**config.mk**
```make
export PLATFORM = sky130hd
export DESIGN_NAME = fetch_unit
export DESIGN_NICKNAME = d
export VERILOG_FILES = /design/src/rtl/cpu_defs_pkg.sv /design/src/rtl/pc_next_logic.sv /design/src/rtl/fetch_unit.sv
export SDC_FILE = /design/constraint.sdc
export NUM_CORES = 1
export LEC_CHECK = 0
export ABC_AREA = 1
export CAP_MARGIN = 10
export CORE_AREA = 2 2 85 87
export DETAILED_ROUTE_END_ITERATION = 6
export DIE_AREA = 0 0 87 89
export HOLD_SLACK_MARGIN = 0.15
export PLACE_DENSITY = 0.95
export SLEW_MARGIN = 25
export SYNTH_ARGS = -nofsm -noshare
export SYNTH_HDL_FRONTEND = slang
export SYNTH_HIERARCHICAL = 1
export SYNTH_SLANG_ARGS = --single-unit
```
**constraint.sdc**
```tcl
create_clock -name clk -period 4.7 [get_ports clk]
set_input_delay 0.94 -clock clk [delete_from_list [all_inputs] [get_ports clk]]
set_output_delay 0.94 -clock clk [all_outputs]
set_load 0.02 [all_outputs]
```
**src/rtl/cpu_defs_pkg.sv**
```systemverilog
`default_nettype none
// ============================================================================
// Module      : cpu_defs_pkg
// Description : Shared definitions for the 16-bit multi-cycle CPU: datapath
//               width, fetch FSM state codes and pc_sel codes.
// Revision    : 1.0 - initial release
// ============================================================================
package cpu_defs_pkg;

    localparam int DATA_W = 16;

    // Fetch FSM state encoding
    localparam logic [1:0] ST_IDLE  = 2'd0;
    localparam logic [1:0] ST_FETCH = 2'd1;
    localparam logic [1:0] ST_HOLD  = 2'd2;

    // Next-PC selection codes presented by decode
    localparam logic [1:0] PC_SEL_SEQ    = 2'b00;
    localparam logic [1:0] PC_SEL_JUMP   = 2'b01;
    localparam logic [1:0] PC_SEL_BRANCH = 2'b10;
    localparam logic [1:0] PC_SEL_RSVD   = 2'b11;

endpackage
`default_nettype wire

```
**src/rtl/pc_next_logic.sv**
```systemverilog
`default_nettype none
// ============================================================================
// Module      : pc_next_logic
// Description : Combinational next-PC mux. Produces pc+PC_STEP at the end of
//               a fetch, otherwise the decode-selected target (sequential,
//               absolute jump, or PC-relative taken branch).
// Ports       : pc          - current program counter
//               shifted_in  - shifted immediate from left_shift_4
//               pc_sel      - target select (seq / jump / branch / reserved)
//               br_taken    - branch condition
//               fetch_done  - 1: advance by PC_STEP, 0: apply pc_sel
//               next_pc     - candidate new PC value
// Revision    : 1.0 - initial release
// ============================================================================
module pc_next_logic
    import cpu_defs_pkg::*;
#(
    parameter int                DW      = DATA_W,
    parameter logic [DW-1:0]     PC_STEP = 16'd2
) (
    input  logic [DW-1:0] pc,
    input  logic [DW-1:0] shifted_in,
    input  logic [1:0]    pc_sel,
    input  logic          br_taken,
    input  logic          fetch_done,
    output logic [DW-1:0] next_pc
);

    always_comb begin
        next_pc = pc;
        if (fetch_done) begin
            next_pc = pc + PC_STEP;
        end else begin
            case (pc_sel)
                PC_SEL_JUMP:   next_pc = shifted_in;
                PC_SEL_BRANCH: next_pc = br_taken ? (pc + shifted_in) : pc;
                // Sequential: pc was already advanced when the fetch completed.
                default:       next_pc = pc;
            endcase
        end
    end

endmodule
`default_nettype wire

```
**src/rtl/fetch_unit.sv**
```systemverilog
`default_nettype none
// ============================================================================
// Module      : fetch_unit
// Description : Fetch stage. Owns PC and IR, runs a req/ack instruction
//               fetch, exports IR[IMM_W-1:0] to the shifter and applies
//               jump/branch targets formed from the shifter result.
// Ports       : clk, reset       - clock, async active-high reset
//               fetch_en         - request next fetch (level)
//               mem_req/mem_addr - instruction memory request and address
//               mem_ack/mem_rdata- memory response
//               ir, ir_valid     - instruction register and its valid flag
//               imm_out          - immediate field to left_shift_4
//               shifted_in       - left_shift_4 result
//               pc_upd/pc_sel/br_taken - decode PC update strobe and controls
//               pc               - current program counter
// Revision    : 1.0 - initial release
// ============================================================================
module fetch_unit
    import cpu_defs_pkg::*;
#(
    parameter int                  DW       = DATA_W,
    parameter int                  IMM_W    = 12,
    parameter logic [DW-1:0]       RESET_PC = 16'h0000,
    parameter logic [DW-1:0]       PC_STEP  = 16'd2
) (
    input  logic             clk,
    input  logic             reset,
    input  logic             fetch_en,
    output logic             mem_req,
    output logic [DW-1:0]    mem_addr,
    input  logic             mem_ack,
    input  logic [DW-1:0]    mem_rdata,
    output logic [DW-1:0]    ir,
    output logic             ir_valid,
    output logic [IMM_W-1:0] imm_out,
    input  logic [DW-1:0]    shifted_in,
    input  logic             pc_upd,
    input  logic [1:0]       pc_sel,
    input  logic             br_taken,
    output logic [DW-1:0]    pc
);

    logic [1:0]    state;
    logic [1:0]    state_nxt;
    logic          fetch_done;
    logic          pc_load;
    logic [DW-1:0] next_pc;

    // Only acks inside FETCH and decode strobes inside HOLD have any effect.
    assign fetch_done = (state == ST_FETCH) && mem_ack;
    assign pc_load    = fetch_done || ((state == ST_HOLD) && pc_upd);

    pc_next_logic #(
        .DW      (DW),
        .PC_STEP (PC_STEP)
    ) u_pc_next (
        .pc         (pc),
        .shifted_in (shifted_in),
        .pc_sel     (pc_sel),
        .br_taken   (br_taken),
        .fetch_done (fetch_done),
        .next_pc    (next_pc)
    );

    // State register
    always_ff @(posedge clk or posedge reset) begin
        if (reset) begin
            state <= ST_IDLE;
        end else begin
            state <= state_nxt;
        end
    end

    // Next-state logic
    always_comb begin
        state_nxt = state;
        case (state)
            ST_IDLE:  if (fetch_en) state_nxt = ST_FETCH;
            ST_FETCH: if (mem_ack)  state_nxt = ST_HOLD;
            ST_HOLD:  if (pc_upd)   state_nxt = fetch_en ? ST_FETCH : ST_IDLE;
            default:  state_nxt = ST_IDLE;
        endcase
    end

    // Output logic; mem_addr tracks pc, which cannot change during FETCH
    // until the ack edge, so the address is stable for the whole request.
    always_comb begin
        mem_req  = (state == ST_FETCH);
        ir_valid = (state == ST_HOLD);
        mem_addr = pc;
    end

    // PC and IR datapath registers
    always_ff @(posedge clk or posedge reset) begin
        if (reset) begin
            pc <= RESET_PC;
            ir <= '0;
        end else begin
            if (pc_load) begin
                pc <= next_pc;
            end
            if (fetch_done) begin
                ir <= mem_rdata;
            end
        end
    end

    assign imm_out = ir[IMM_W-1:0];

endmodule
`default_nettype wire

```
run_1/power_grid.png
Pins as bars on the die edge.
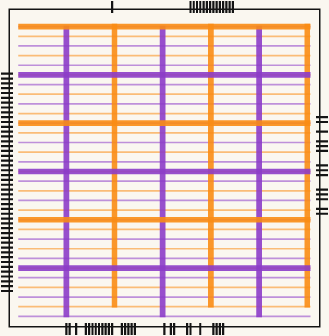
[orange] VDD
[purple] VSS
signal pins: 102
rows: 30
met5 straps: 6
met4 straps: 6

run_1/placement_by_type.png
Scale bar: 20 um.
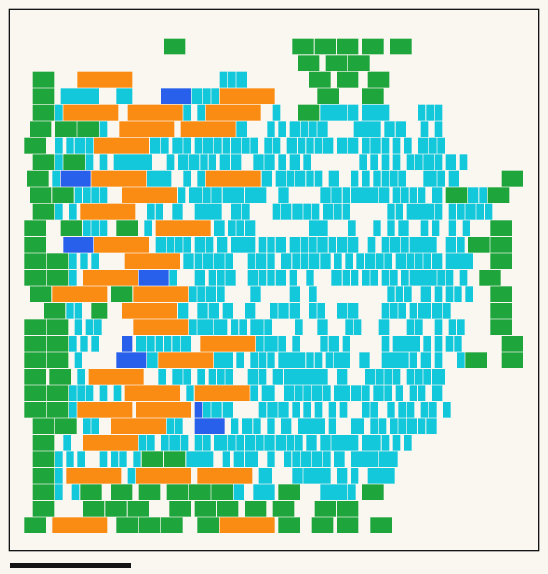
[cyan] combinational and other logic | cells: 487
[orange] flops | cells: 34
[blue] clock drivers and dummy loads | cells: 8
[green] other buffers and delay cells | cells: 102
standard-cell row count: 30
fraction of area in registers: 19.5%

==> impl_table.tex, run 1 <==
% Yosys + OpenROAD metrics
\begin{tabular}{lr}
\hline
Metric & Value \\
\hline
\multicolumn{2}{l}{\textbf{Final timing}} \\
\quad Worst Tran Pin Value & 0.762 ns \\
\quad Time the final worst path needs with I/O delays and setup & 3.18 ns \\
\quad Number of max-slew violations in the final report & 0 \\
\quad Worst hold slack after final layout & 0.499 ns \\
\quad Crit share post-route & 67.7\% \\
\quad Unrepaired setup endpoints after global routing & no \\
\quad Setup Total Neg Slack & 0 ns \\
\quad Endpoints failing setup & 0 \\
\multicolumn{2}{l}{\textbf{Setup path}} \\
\quad Setup crit end & mem\_addr[13] \\
\quad Total number of cells along the worst setup path & 9 \\
\quad Biggest fanout along the worst timing path & 38 \\
\quad Critical path, cell by cell & clkdlybuf4s50\_1 -> nand3\_4 -> inv\_2 -> clkinv\_1 -> a21oi\_1 -> o21ai\_1 -> nand2\_1 -> nand2\_1 -> nand2\_1 \\
\quad Capture point of the worst reg-to-reg path & mem\_addr[13] \\
\quad Critical path origin & mem\_ack \\
\quad Slack of the worst reg-to-reg path & 2.17 ns \\
\quad Type of origin of the critical path & input pin \\
\quad R2R depth & 9 \\
\quad Slowest cell delay on critical path & 0.61 ns \\
\quad CP endpoint kind & flop \\
\quad CP most frequent cell & sky130\_fd\_sc\_hd\_\_nand2\_1 \\
\quad Data arrival time of the critical path & 3.41 ns \\
\quad Cell type of the slowest stage on the worst timing path & sky130\_fd\_sc\_hd\_\_inv\_2 \\
\quad Top delay family on crit path & buffers and inverters \\
\multicolumn{2}{l}{\textbf{Final layout}} \\
\quad Post-route cell area & 4360 um2 \\
\quad Total number of multi-input combinational cells & 412 \\
\quad Area grow syn2layout & 26.1\% \\
\quad Bufs w/o clock & 102 \\
\quad Share of layout cells above drive strength 1 & 4.12\% \\
\quad Area share of buffers outside the clock network & 23.4\% \\
\quad Sequential standard cell area & 851 um2 \\
\quad Invs w/o clock & 75 \\
\quad Final instance count without filler cells & 711 \\
\quad Most used cells in the layout excluding fill and tap cells & 219 x sky130\_fd\_sc\_hd\_\_nand2\_1, 101 x sky130\_fd\_sc\_hd\_\_clkdlybuf4s50\_1, 68 x sky130\_fd\_sc\_hd\_\_inv\_1 \\
\quad Number of clock buffers in the layout & 7 \\
\quad Clk cell area share & 2.10\% \\
\quad \# fillers & 575 \\
\quad Total number of sequential cells & 34 \\
\quad Antenna cell count & 0 \\
\quad Top cell excl fill/tap & sky130\_fd\_sc\_hd\_\_nand2\_1 \\
\multicolumn{2}{l}{\textbf{Clocking}} \\
\quad Level count of the clock H-tree & 2 \\
\quad Number of clock sinks & 34 \\
\quad Post-CTS Setup Inserts & 0 \\
\quad Clock transition at path regs & 0.07 ns \\
\quad Maximum clock insertion buffer count & 2 \\
\quad Hold buffers post-CTS & 0 \\
\quad Late-Pin Clk Latency & 0.29 ns \\
\multicolumn{2}{l}{\textbf{Flow run}} \\
\quad OpenROAD warning count & 27 \\
\quad Maximum capacitance violations & 0 \\
\multicolumn{2}{l}{\textbf{Drt}} \\
\quad Detailed-route wire length & 9760 um \\
\quad Top Metal Used & met4 \\
\quad First DRT Iteration DRCs & 327 \\
\quad Number of routed nets with antenna violations & 0 \\
\quad Met2 layer wire length in the routed design & 4670 um \\
\quad Met3 routed WL & 768 um \\
\quad Total number of vias & 3827 \\
\quad Wire length on met1 & 4150 um \\
\quad Vias per Instance & 5.38 \\
\quad Drt drc & 0 \\
\multicolumn{2}{l}{\textbf{Synth}} \\
\quad Area share, top type & 24.6\% \\
\quad Synth area leader & sky130\_fd\_sc\_hd\_\_dfrtp\_1 \\
\quad Synthesis-stage register bit count & 34 \\
\quad Post-synth mux share & 0\% \\
\quad Area of the mapped netlist & 3450 um2 \\
\quad Top area cells in the synthesized netlist & sky130\_fd\_sc\_hd\_\_dfrtp\_1 25\%, sky130\_fd\_sc\_hd\_\_nand2\_1 24\%, sky130\_fd\_sc\_hd\_\_a21oi\_1 7.4\% \\
\quad Post-synthesis net count & 625 \\
\quad Combinational family with the most area after synthesis & simple AND/OR/NAND/NOR gates \\
\quad Number of instances in the synthesized netlist & 566 \\
\quad Top-count cell post-synth & sky130\_fd\_sc\_hd\_\_nand2\_1 \\
\quad AND-OR/OR-AND Cells, Area Fraction & 11.4\% \\
\quad Syn avg cell area & 6.10 um2 \\
\quad Number of standard cells reported by yosys & 566 \\
\quad Area fraction in and, or, nand and nor cells & 39.0\% \\
\quad Chip Area, Yosys & 3450 um2 \\
\quad Ys flop type & sky130\_fd\_sc\_hd\_\_dfrtp\_1 \\
\quad Flip-flops with a built-in enable & 0 \\
\quad Synth async-reset ratio & 100\% \\
\quad Number of different library cells in the post-synthesis netlist & 34 \\
\multicolumn{2}{l}{\textbf{Place}} \\
\quad Placed standard-cell area & 4270 um2 \\
\quad Post-placement cell count & 703 \\
\quad Final estimated routing congestion in global placement & 0.880 \\
\quad Post-detailed-placement half-perimeter wirelength & 7340 um \\
\multicolumn{2}{l}{\textbf{Hold path}} \\
\quad Worst Hold End & ir[15] \\
\quad Class of the tightest hold or removal check & flop to flop \\
\quad Worst Hold Depth & 2 \\
\quad Beginning of the worst hold path & ir[15] \\
\multicolumn{2}{l}{\textbf{Die}} \\
\quad Chip footprint & 7740 um2 \\
\quad Pre-Place Util & 51.4\% \\
\quad Die H & 89 um \\
\quad Placeable core region & 6720 um2 \\
\quad Well Taps & 80 \\
\quad Die width & 87 um \\
\multicolumn{2}{l}{\textbf{Global route}} \\
\quad First-pass GRT wire length & 16000 um \\
\quad Total Routing Usage GR & 25.6\% \\
\quad Met3 Use GR & 3.51\% \\
\quad Global route overflow & 0 \\
\quad Maximum number of pins on one net before global-route repair & 39 \\
\quad Number of antenna violations at the first check in global routing & 0 \\
\quad Grt peak-use layer & met2 \\
\quad Met2 usage in global routing & 44.1\% \\
\quad GRT met1 Usage & 32.7\% \\
\multicolumn{2}{l}{\textbf{Power}} \\
\quad Max rail drop VDD & 484 uV \\
\quad Power per cell area & 595 nW/um2 \\
\multicolumn{2}{l}{\textbf{Outcome}} \\
\quad Run status & completed \\
\hline
\end{tabular}
run_1/clk_routes.png
Scale bar: 20 um.
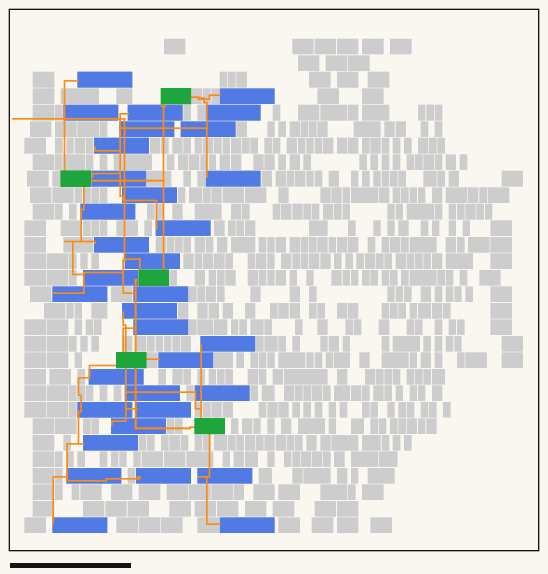
[green] clock drivers | count: 5
[blue] flip-flops | count: 34
[orange] clock wires | length: 422 um
routed clock nets: 6

==> run 1: where the power goes <==
part           internal [mW]  total, mW  switching (mW)
logic                  0.730       1.74            1.01
registers              0.420      0.623           0.203
clock network          0.118      0.223           0.105
total                   1.27       2.59            1.32
==> run 1: metrics by stage <==
| step | total power, mW | utilization, % | setup WS (ns) |
|---|---|---|---|
| 3_5_place_dp | 2.34 | 63.5 | 1.28 |
| 6_report | 2.59 | 64.8 | 1.52 |
| 5_1_grt | 2.79 | 64.8 | 1.25 |
| 4_1_cts | 2.58 | 64.8 | 1.57 |
| 3_3_place_gp | 2.28 | 63.5 | 1.40 |
| 2_1_floorplan | 1.78 | - | 2.28 |
## Run 2: what changed since run 1
- CORE_AREA: 2 2 85 87 -> 2 2 87 89
- DIE_AREA: 0 0 87 89 -> 0 0 89 91
- PLACE_DENSITY: 0.95 -> 0.92
- clock period: 4.7 -> 3.2 ns (I/O delays scaled with it)
run_2/clocks.png
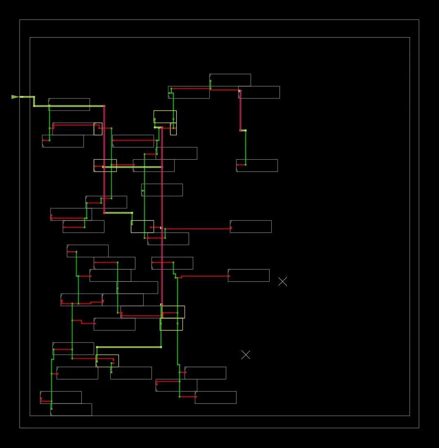
Clock Power: 334 uW
number of clock buffers in the layout: 7
number of CTS-inserted buffers: 5
number of clock sinks: 34

==> impl_table.tex, run 2 <==
% Yosys + OpenROAD metrics
\begin{tabular}{lr}
\hline
Metric & Value \\
\hline
\multicolumn{2}{l}{\textbf{Outcome}} \\
\quad Run status & finished with violations \\
\quad Failing checks & design-rule violations \\
\multicolumn{2}{l}{\textbf{Die}} \\
\quad Pre-Place Util & 48.4\% (-3.0 points) \\
\quad Die width & 89 um (+2.3\%) \\
\quad Placeable core region & 7140 um2 (+6.2\%) \\
\quad Chip footprint & 8100 um2 (+4.6\%) \\
\quad Well Taps & 99 (+24\%) \\
\quad Standard-cell row count & 31 (+3.3\%) \\
\quad Die H & 91 um (+2.2\%) \\
\multicolumn{2}{l}{\textbf{Synth}} \\
\quad Synth async-reset ratio & 100\% (unchanged) \\
\quad Post-synth mux share & 0\% (unchanged) \\
\quad Chip Area, Yosys & 3450 um2 (unchanged) \\
\quad Combinational family with the most area after synthesis & simple AND/OR/NAND/NOR gates \\
\quad Ys flop type & sky130\_fd\_sc\_hd\_\_dfrtp\_1 \\
\quad Syn avg cell area & 6.10 um2 (unchanged) \\
\quad Area fraction in and, or, nand and nor cells & 39.0\% (unchanged) \\
\quad Area share, top type & 24.6\% (unchanged) \\
\quad Top-count cell post-synth & sky130\_fd\_sc\_hd\_\_nand2\_1 \\
\quad Number of instances in the synthesized netlist & 566 (unchanged) \\
\quad AND-OR/OR-AND Cells, Area Fraction & 11.4\% (unchanged) \\
\quad Synthesis-stage register bit count & 34 (unchanged) \\
\quad Post-synthesis net count & 625 (unchanged) \\
\quad Top area cells in the synthesized netlist & sky130\_fd\_sc\_hd\_\_dfrtp\_1 25\%, sky130\_fd\_sc\_hd\_\_nand2\_1 24\%, sky130\_fd\_sc\_hd\_\_a21oi\_1 7.4\% \\
\quad Number of different library cells in the post-synthesis netlist & 34 (unchanged) \\
\quad Flip-flops with a built-in enable & 0 (unchanged) \\
\multicolumn{2}{l}{\textbf{Drt}} \\
\quad Total number of vias & 3917 (+2.4\%) \\
\quad Top Metal Used & met4 \\
\quad Detailed-route wire length & 9610 um (-1.5\%) \\
\quad Met2 layer wire length in the routed design & 4620 um (-0.96\%) \\
\quad Wire length on met1 & 3930 um (-5.5\%) \\
\quad Met3 routed WL & 905 um (+18\%) \\
\quad Vias per Instance & 5.34 (-0.86\%) \\
\quad First DRT Iteration DRCs & 343 (+4.9\%) \\
\quad Number of routed nets with antenna violations & 0 (unchanged) \\
\quad Drt drc & 2 (+2) \\
\multicolumn{2}{l}{\textbf{Power}} \\
\quad Switch share & 50.8\% (-0.22 points) \\
\quad Power, Total & 3.81 mW (+47\%) \\
\quad Register share of total power & 23.6\% (-0.4 points) \\
\quad Internal power of the cells & 1.87 mW (+48\%) \\
\quad Relative contribution of the clock network to total power & 8.8\% (+0.2 points) \\
\quad Group drawing the most power & combinational logic \\
\quad Max rail drop VDD & 647 uV (+34\%) \\
\quad NetSw & 1.94 mW (+46\%) \\
\multicolumn{2}{l}{\textbf{Clocking}} \\
\quad Late-Pin Clk Latency & 0.29 ns (about the same) \\
\quad Hold buffers post-CTS & 0 (unchanged) \\
\quad Maximum clock insertion buffer count & 2 (unchanged) \\
\quad Level count of the clock H-tree & 2 (unchanged) \\
\quad Clock transition at path regs & 0.08 ns (about the same) \\
\multicolumn{2}{l}{\textbf{Final layout}} \\
\quad Share of layout cells above drive strength 1 & 4.72\% (+0.60 points) \\
\quad Area grow syn2layout & 27.7\% \\
\quad Total number of multi-input combinational cells & 412 (unchanged) \\
\quad Top cell excl fill/tap & sky130\_fd\_sc\_hd\_\_nand2\_1 \\
\quad \# fillers & 654 (+14\%) \\
\quad Clk cell area share & 2.07\% (-0.026 points) \\
\quad Sequential standard cell area & 851 um2 (unchanged) \\
\quad Invs w/o clock & 75 (unchanged) \\
\quad Area share of buffers outside the clock network & 23.8\% (+0.40 points) \\
\quad Bufs w/o clock & 106 (+3.9\%) \\
\quad Total number of sequential cells & 34 (unchanged) \\
\quad Most used cells in the layout excluding fill and tap cells & 219 x sky130\_fd\_sc\_hd\_\_nand2\_1, 101 x sky130\_fd\_sc\_hd\_\_clkdlybuf4s50\_1, 68 x sky130\_fd\_sc\_hd\_\_inv\_1 \\
\quad Antenna cell count & 0 (unchanged) \\
\quad Fraction of area in registers & 19.3\% (-0.24 points) \\
\quad Final instance count without filler cells & 734 (+3.2\%) \\
\multicolumn{2}{l}{\textbf{Final timing}} \\
\quad Time the final worst path needs with I/O delays and setup & 2.50 ns \\
\quad Number of max-slew violations in the final report & 0 (unchanged) \\
\quad Endpoints failing setup & 0 (unchanged) \\
\quad Worst Tran Pin Value & 0.578 ns (-0.184 ns) \\
\quad Unrepaired setup endpoints after global routing & no \\
\multicolumn{2}{l}{\textbf{Global route}} \\
\quad First-pass GRT wire length & 16200 um (+1.4\%) \\
\quad Maximum number of pins on one net before global-route repair & 35 (-10\%) \\
\quad Met2 usage in global routing & 41.4\% (-2.8 points) \\
\quad Total Routing Usage GR & 24.5\% (-1.1 points) \\
\quad Global route overflow & 0 (unchanged) \\
\quad Met3 Use GR & 3.91\% (+0.40 points) \\
\quad GRT met1 Usage & 32.2\% (-0.49 points) \\
\multicolumn{2}{l}{\textbf{Place}} \\
\quad Setup Slack @ Placement & 0.406 ns (-0.875 ns) \\
\quad Final estimated routing congestion in global placement & 0.895 (+1.7\%) \\
\multicolumn{2}{l}{\textbf{Setup path}} \\
\quad CP endpoint kind & flop \\
\quad Biggest fanout along the worst timing path & 3 (-92\%) \\
\quad Cell type of the slowest stage on the worst timing path & sky130\_fd\_sc\_hd\_\_clkdlybuf4s50\_1 \\
\quad Type of origin of the critical path & input pin \\
\quad Critical path, cell by cell & clkdlybuf4s50\_1 -> ha\_1 -> inv\_1 -> fa\_1 -> inv\_1 -> nand3\_1 -> nand3\_1 -> a21oi\_1 -> or2\_1 -> nand3\_1 -> nand2\_1 -> nand2\_1 -> nand2\_1 -> nand2\_1 -> nand2\_1 -> nand2\_1 \\
\multicolumn{2}{l}{\textbf{Hold path}} \\
\quad Class of the tightest hold or removal check & flop to flop \\
\multicolumn{2}{l}{\textbf{Flow run}} \\
\quad OpenROAD warning count & 27 (unchanged) \\
\quad Maximum capacitance violations & 0 (unchanged) \\
\hline
\end{tabular}
[run 2: path summary, 6_finish.rpt]
path,from,end,depth (start not counted)
setup reg to reg,mem_addr[0],mem_addr[8],15
setup / recovery,shifted_in[0],mem_addr[8],16
max in group asynchronous,reset,ir[0],3
min in group asynchronous,reset,ir[6],2
hold reg to reg,ir[13],ir[13],2
hold / removal,ir[13],ir[13],2
[run 2: stage by stage]
| stage | util, % | cell area, um2 | hold slack (ns) |
|---|---|---|---|
| 6_report | 61.8 | 4410 | 0.482 |
| 5_1_grt | 61.8 | 4410 | 0.517 |
| 4_1_cts | 61.8 | 4410 | 0.487 |
| 3_5_place_dp | 60.5 | 4320 | 0.469 |
| 3_3_place_gp | 60.5 | 4320 | 0.462 |
| 2_1_floorplan | - | 3450 | 0.585 |
Power is estimated from default activity; no workload was simulated.
